--- config.mk ---
export PLATFORM = sky130hd
export DESIGN_NAME = power_debug_ctrl
export DESIGN_NICKNAME = d
export VERILOG_FILES = /design/src/rtl/power_debug_ctrl.sv
export SDC_FILE = /design/constraint.sdc
export NUM_CORES = 1
export LEC_CHECK = 0
export ABC_AREA = 0
export CORE_ASPECT_RATIO = 1.1
export CORE_MARGIN = 3
export CORE_UTILIZATION = 30
export CTS_CLUSTER_DIAMETER = 120
export DETAILED_ROUTE_END_ITERATION = 6
export PLACE_DENSITY = 0.54
export SLEW_MARGIN = 20
export SYNTH_ARGS = -nofsm -noshare
export SYNTH_HDL_FRONTEND = slang
export SYNTH_SLANG_ARGS = --single-unit
--- constraint.sdc ---
create_clock -name clk -period 3.6 [get_ports clk]
set_input_delay 0.72 -clock clk [delete_from_list [all_inputs] [get_ports clk]]
set_output_delay 0.72 -clock clk [all_outputs]
set_load 0.01 [all_outputs]
--- src/rtl/power_debug_ctrl.sv ---
`default_nettype none
// ============================================================================
// Module   : power_debug_ctrl
// Brief    : Per-domain power sequencers plus a registered, power-gated debug mux.
// Revision : 1.0 - initial release
// ============================================================================
module power_debug_ctrl #(
    parameter int                   DATA_WIDTH  = 8,
    parameter int                   NUM_CH      = 4,
    parameter int                   NUM_DOMAINS = 3,
    parameter int                   WAKE_CYCLES = 4,
    parameter logic [4*NUM_CH-1:0]  CH_DOMAIN   = 16'h21F0,
    parameter int                   SEL_WIDTH   = $clog2(NUM_CH)
) (
    input  logic                         clk,
    input  logic                         reset_n,
    input  logic [NUM_DOMAINS-1:0]       power_req,
    output logic [NUM_DOMAINS-1:0]       pwr_sw_en,
    output logic [NUM_DOMAINS-1:0]       iso_en,
    output logic [NUM_DOMAINS-1:0]       clk_en,
    output logic [NUM_DOMAINS-1:0]       pwr_ack,
    input  logic                         debug_enable,
    input  logic                         debug_freeze,
    input  logic [SEL_WIDTH-1:0]         debug_sel,
    input  logic [NUM_CH*DATA_WIDTH-1:0] ch_data,
    output logic [DATA_WIDTH-1:0]        debug_data_out,
    output logic                         debug_valid
);

    localparam int c_cnt_w = $clog2(WAKE_CYCLES + 1);
    localparam logic [c_cnt_w-1:0] c_wake_last = c_cnt_w'(WAKE_CYCLES - 1);

    localparam logic [2:0] c_st_off     = 3'd0;
    localparam logic [2:0] c_st_wake    = 3'd1;
    localparam logic [2:0] c_st_clk_on  = 3'd2;
    localparam logic [2:0] c_st_on      = 3'd3;
    localparam logic [2:0] c_st_iso     = 3'd4;
    localparam logic [2:0] c_st_clk_off = 3'd5;

    logic [NUM_DOMAINS-1:0] w_dom_on;
    logic [NUM_CH-1:0]      w_ch_pwr;

    for (genvar d = 0; d < NUM_DOMAINS; d++) begin : g_dom
        logic [2:0]         r_state;
        logic [2:0]         w_next;
        logic [c_cnt_w-1:0] r_cnt;
        logic               r_sw;
        logic               r_iso;
        logic               r_clk;
        logic               r_ack;

        // The request is only looked at in OFF and ON so sequences stay atomic.
        always_comb begin
            w_next = r_state;
            case (r_state)
                c_st_off:     if (power_req[d]) w_next = c_st_wake;
                c_st_wake:    if (r_cnt == c_wake_last) w_next = c_st_clk_on;
                c_st_clk_on:  w_next = c_st_on;
                c_st_on:      if (!power_req[d]) w_next = c_st_iso;
                c_st_iso:     w_next = c_st_clk_off;
                c_st_clk_off: w_next = c_st_off;
                default:      w_next = c_st_off;
            endcase
        end

        // Outputs are flops loaded from the next state, so they track r_state exactly.
        always_ff @(posedge clk or negedge reset_n) begin
            if (!reset_n) begin
                r_state <= c_st_off;
                r_cnt   <= '0;
                r_sw    <= 1'b0;
                r_iso   <= 1'b1;
                r_clk   <= 1'b0;
                r_ack   <= 1'b0;
            end else begin
                r_state <= w_next;
                r_cnt   <= (r_state == c_st_wake && w_next == c_st_wake) ? r_cnt + 1'b1 : '0;
                r_sw    <= (w_next != c_st_off);
                r_iso   <= (w_next != c_st_on);
                r_clk   <= (w_next == c_st_clk_on) || (w_next == c_st_on) || (w_next == c_st_iso);
                r_ack   <= (w_next == c_st_on);
            end
        end

        assign pwr_sw_en[d] = r_sw;
        assign iso_en[d]    = r_iso;
        assign clk_en[d]    = r_clk;
        assign pwr_ack[d]   = r_ack;
        assign w_dom_on[d]  = r_ack;
    end

    // Domain indices outside the implemented range (including 4'hF) are always-on.
    for (genvar i = 0; i < NUM_CH; i++) begin : g_ch
        localparam int c_dom = int'(CH_DOMAIN[4*i +: 4]);
        if (c_dom >= NUM_DOMAINS) begin : g_aon
            assign w_ch_pwr[i] = 1'b1;
        end else begin : g_gated
            assign w_ch_pwr[i] = w_dom_on[c_dom];
        end
    end

    logic [DATA_WIDTH-1:0] w_sel_data;
    logic                  w_sel_pwr;

    // An out-of-range select matches no channel and therefore reads as unpowered.
    always_comb begin
        w_sel_data = '0;
        w_sel_pwr  = 1'b0;
        for (int i = 0; i < NUM_CH; i++) begin
            if (debug_sel == SEL_WIDTH'(i)) begin
                w_sel_data = ch_data[i*DATA_WIDTH +: DATA_WIDTH];
                w_sel_pwr  = w_ch_pwr[i];
            end
        end
    end

    logic [DATA_WIDTH-1:0] r_dbg_data;
    logic                  r_dbg_valid;

    always_ff @(posedge clk or negedge reset_n) begin
        if (!reset_n) begin
            r_dbg_data  <= '0;
            r_dbg_valid <= 1'b0;
        end else if (!debug_enable) begin
            r_dbg_data  <= '0;
            r_dbg_valid <= 1'b0;
        end else if (!debug_freeze) begin
            r_dbg_data  <= w_sel_pwr ? w_sel_data : '0;
            r_dbg_valid <= w_sel_pwr;
        end
    end

    assign debug_data_out = r_dbg_data;
    assign debug_valid    = r_dbg_valid;

endmodule
`default_nettype wire

Fig. 1: port wiring
Drawn at 4 px/um.
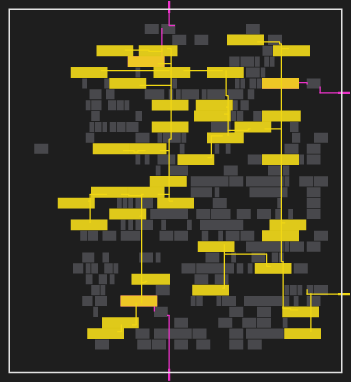
- `clk_en`: magenta (direction output; end cells 3; buffers 3; wire 38.3 um)
- `reset_n`: yellow (direction input; end cells 39; buffers 1; wire 317 um)
IO Count: 62
# port buffers: 61

Fig. 2: metal 1
Drawn at 6 px/um. Supply wires on this layer in gray.
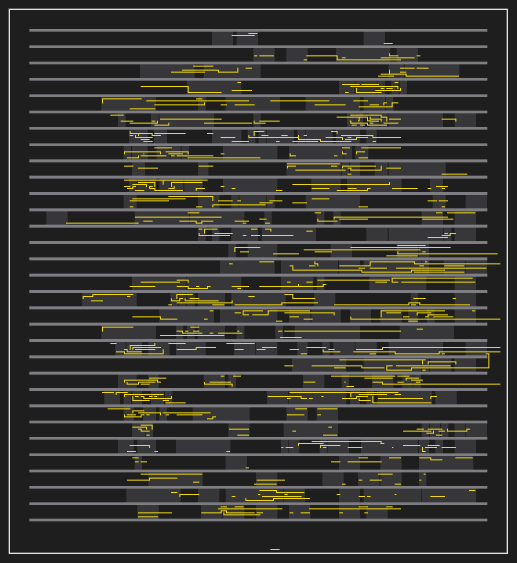
- share of all routed wire: 43%
- longest straight run: 24.8 um
- nets with wire on the layer: 242
- wire length on this layer: 1720 um
- main direction: horizontal
global routing met1 resource utilization: 13.3%
overall via count from detail_route: 1341
routed wire length: 3.96 mm

Fig. 3: cell density map
Drawn at 4 px/um. The die is cut into 8 by 9 equal tiles; dark blue is low, red is high, 0 to 100% covered.
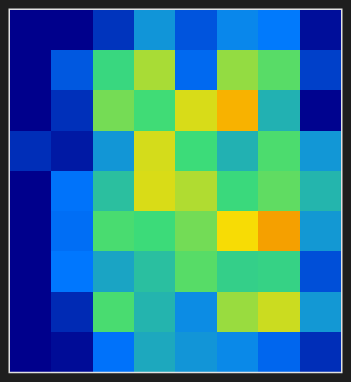
- tiles over 75% full: 2.8%
- fullest tile: 82%
- nearly empty tiles: 14%
- densest ninth of the die: middle
- mean over tiles: 34%
core area: 6230 sq um
starting utilization of the core area: 31.2%
fraction of the core area covered by cells at the end of the flow: 42.1%

Fig. 4: sizing map
Drawn at 4 px/um.
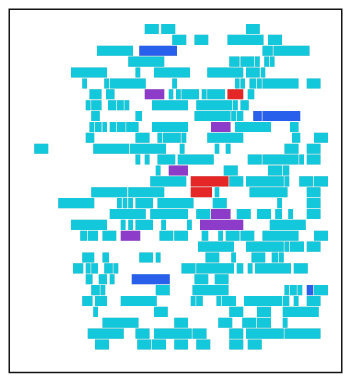
- _6 and larger: purple (cells 6; share 2.7%)
- _3 and _4 cells: red (cells 3; share 1.3%)
- _0 and _1 cells: cyan (cells 211; share 94%)
- _2 cells: blue (cells 5; share 2.2%)
final setup margin: 1.44 ns
fin area: 2630 sq um
layout overhead on the synthesized area: 35.1%
Signal buffers: 61

-- flip-flops by register name (all words and copies together), names as in the netlist --
register        flops
g_dom.r_iso         3
debug_valid         1
g_dom.r_cnt         9
g_dom.r_clk         3
g_dom.r_state       9
g_dom.r_ack         3
debug_data_out      8
g_dom.r_sw          3
-- cell families after synthesis --
| logic type | synth area share, % |
|---|---|
| AND/OR/NAND/NOR | 13.7 |
| multiplexers | 12.6 |
| AND-OR/OR-AND | 9.27 |
| flip-flops | 50.4 |
| buffers and inverters | 10.2 |
| adder cells (fa/ha/maj) | 3.86 |
-- worst max-delay path: stages --
cell and delay (ns):
sky130_fd_sc_hd__clkdlybuf4s50_1 0.84, sky130_fd_sc_hd__mux4_1 0.62, sky130_fd_sc_hd__inv_1 0.06, sky130_fd_sc_hd__o21ai_0 0.07
==> results.py <==
# Synthesis and PnR figures
metrics = {
    "drt": {
        "met3_wire_len_um": 245,
        "vias_per_cell": 4.40,
        "highest_layer": "met4",
        "drt_pre_antenna_iters": 3,
        "avgRoutedWirePerCell_um": 13.0,
        "post_route_drc_violation_count": 0,
        "antenna_violating_nets_post_route": 0,
        "drt_iter0_markers": 10,
        "wl_met1_mm": 1.72,
        "routed-wl-met2_mm": 1.96,
    },
    "layout": {
        "num-nonclk-inverters": 19,
        "fill_cells": 613,
        "mostFrequentLayoutCell": "sky130_fd_sc_hd__clkdlybuf4s50_1",
        "logic_gate_count": 99,
        "seq_area_share_pct": 37.3,
        "area_dominant_class": "flip-flops and latches",
        "final-comb-area_sq_um": 767,
        "finalNetCount": 272,
        "area.share.combinational_pct": 29.2,
        "finish.cell_count_without_fillers": 305,
        "post_route_cells_drive_above_1_share_pct": 6.22,
        "final-seq-area_sq_um": 980,
        "n_antenna_cell": 0,
        "clk_share_pct": 3.91,
    },
    "logic_synthesis": {
        "netlist_top_cells_count": "36 x sky130_fd_sc_hd__dfrtp_1, 20 x sky130_fd_sc_hd__nor2_1, 19 x sky130_fd_sc_hd__inv_1",
        "most_common_cell": "sky130_fd_sc_hd__dfrtp_1",
        "seq_area_frac_synth_pct": 50.4,
        "top_cell_area_share_pct": 46.3,
        "numSynthFlops": 39,
        "yosysUniqueCellTypes": 33,
        "yosysCellCount": 174,
        "synthesis.instances": 174,
        "synthArstFlopShare_pct": 100,
        "yosys-top-cells-area": "sky130_fd_sc_hd__dfrtp_1 46%, sky130_fd_sc_hd__mux4_1 11%, sky130_fd_sc_hd__buf_4 4.6%",
        "netlist_area_pre_place_sq_um": 1940,
        "post_synth.cell_area_avg_sq_um": 11.2,
        "synth_top_flop_cell": "sky130_fd_sc_hd__dfrtp_1",
        "netlist.top_cell.by_area": "sky130_fd_sc_hd__dfrtp_1",
        "enable_flop_cells": 0,
        "nets_in_the_synthesized_netlist": 221,
    },
    "sta": {
        "max_slew_margin_vs_limit_pct": 42.8,
        "final.setup.tns_ns": 0,
        "skew_ns": 0.00434,
        "slew_violations": 0,
        "finalHoldViolations": 0,
        "fin_crit_ns": 2.16,
        "setup_viol_count_final": 0,
        "max_slew.worst_pin.slew_ns": 0.858,
        "unrepaired_setup_endpoints_after_global_routing": "false",
        "hold_ws_ns": 0.431,
        "min_period_over_period_pct": 60.0,
    },
    "critical_path": {
        "worst-r2r-cell-count": 4,
        "critical_path_required_ns": 3.75,
        "timing.critical_path.arrival_ns": 2.31,
        "setup.worst_path.start_class": "primary input",
        "reg_to_reg_critical_path_startpoint": "g_dom[1].r_cnt[0]",
        "critical_path.endpoint": "debug_data_out[7]",
        "r2r_slack_ns": 2.08,
        "r2r_end": "g_dom[1].r_cnt[0]",
        "worst_setup_path_end_kind": "flip-flop",
    },
    "clock_tree": {
        "cts_buffers": 5,
        "cts_max_level": 2,
        "cts.hold.buffers_added": 0,
        "clock_transition_at_the_registers_of_the_reported_paths_ns": 0.07,
        "max-clock-path-buffers": 2,
        "clockRootBuffer": "sky130_fd_sc_hd__clkbuf_8",
        "worstSkewPairLatency_ns": 0.29,
        "cts_tree": "yes",
        "post_cts_setup_driven_buffer_insertion_count": 0,
        "cts-resized-gates": 0,
    },
    "power_and_ir_drop": {
        "peak_ir_drop_on_the_vdd_network_uv": 199,
        "seq-power_mw": 0.675,
        "power.group.top": "registers",
        "pwr-share-comb_pct": 33.3,
        "sequentialPowerShare_pct": 44.1,
        "power.density_cell_area_nw_per_um2": 583,
        "p_int_mw": 1.06,
        "comb_cell_power_mw": 0.510,
        "power.static_leakage_nw": 1.20,
        "netSwitchingFraction_pct": 30.6,
        "post-layout-total-power_mw": 1.53,
    },
    "global_routing": {
        "grtUsageMet2_pct": 18.2,
        "grt_use_total_pct": 11.0,
        "global_route_track_usage_on_met3_pct": 3.39,
        "gr-max-usage-layer": "met2",
        "gr-total-overflow": 0,
        "grt_pass1_wl_mm": 6.27,
        "largest_net_degree_at_the_start_of_global_routing": 40,
        "antenna_found_initial": 0,
    },
    "floorplanning": {
        "floorplan.die.width_um": 82.8,
        "die-area_sq_um": 7480,
        "nWellTaps": 80,
        "floorplan.die.height_um": 90.4,
    },
    "worst_hold_path": {
        "min-delay-start": "g_dom[0].r_cnt[0]",
        "worstHoldEndpoint": "g_dom[0].r_cnt[0]",
        "holdPathStages": 1,
    },
    "place": {
        "pre_cts_slack_ns": 1.11,
        "place_inst": 298,
        "routabilityCongestion": 0.711,
    },
    "run": {
        "openroad.warnings": 26,
        "max_cap_viol_count": 0,
    },
    "run_status": {
        "status": "finished clean",
    },
}
No activity file was given, so power comes from the tool's default toggle rates.
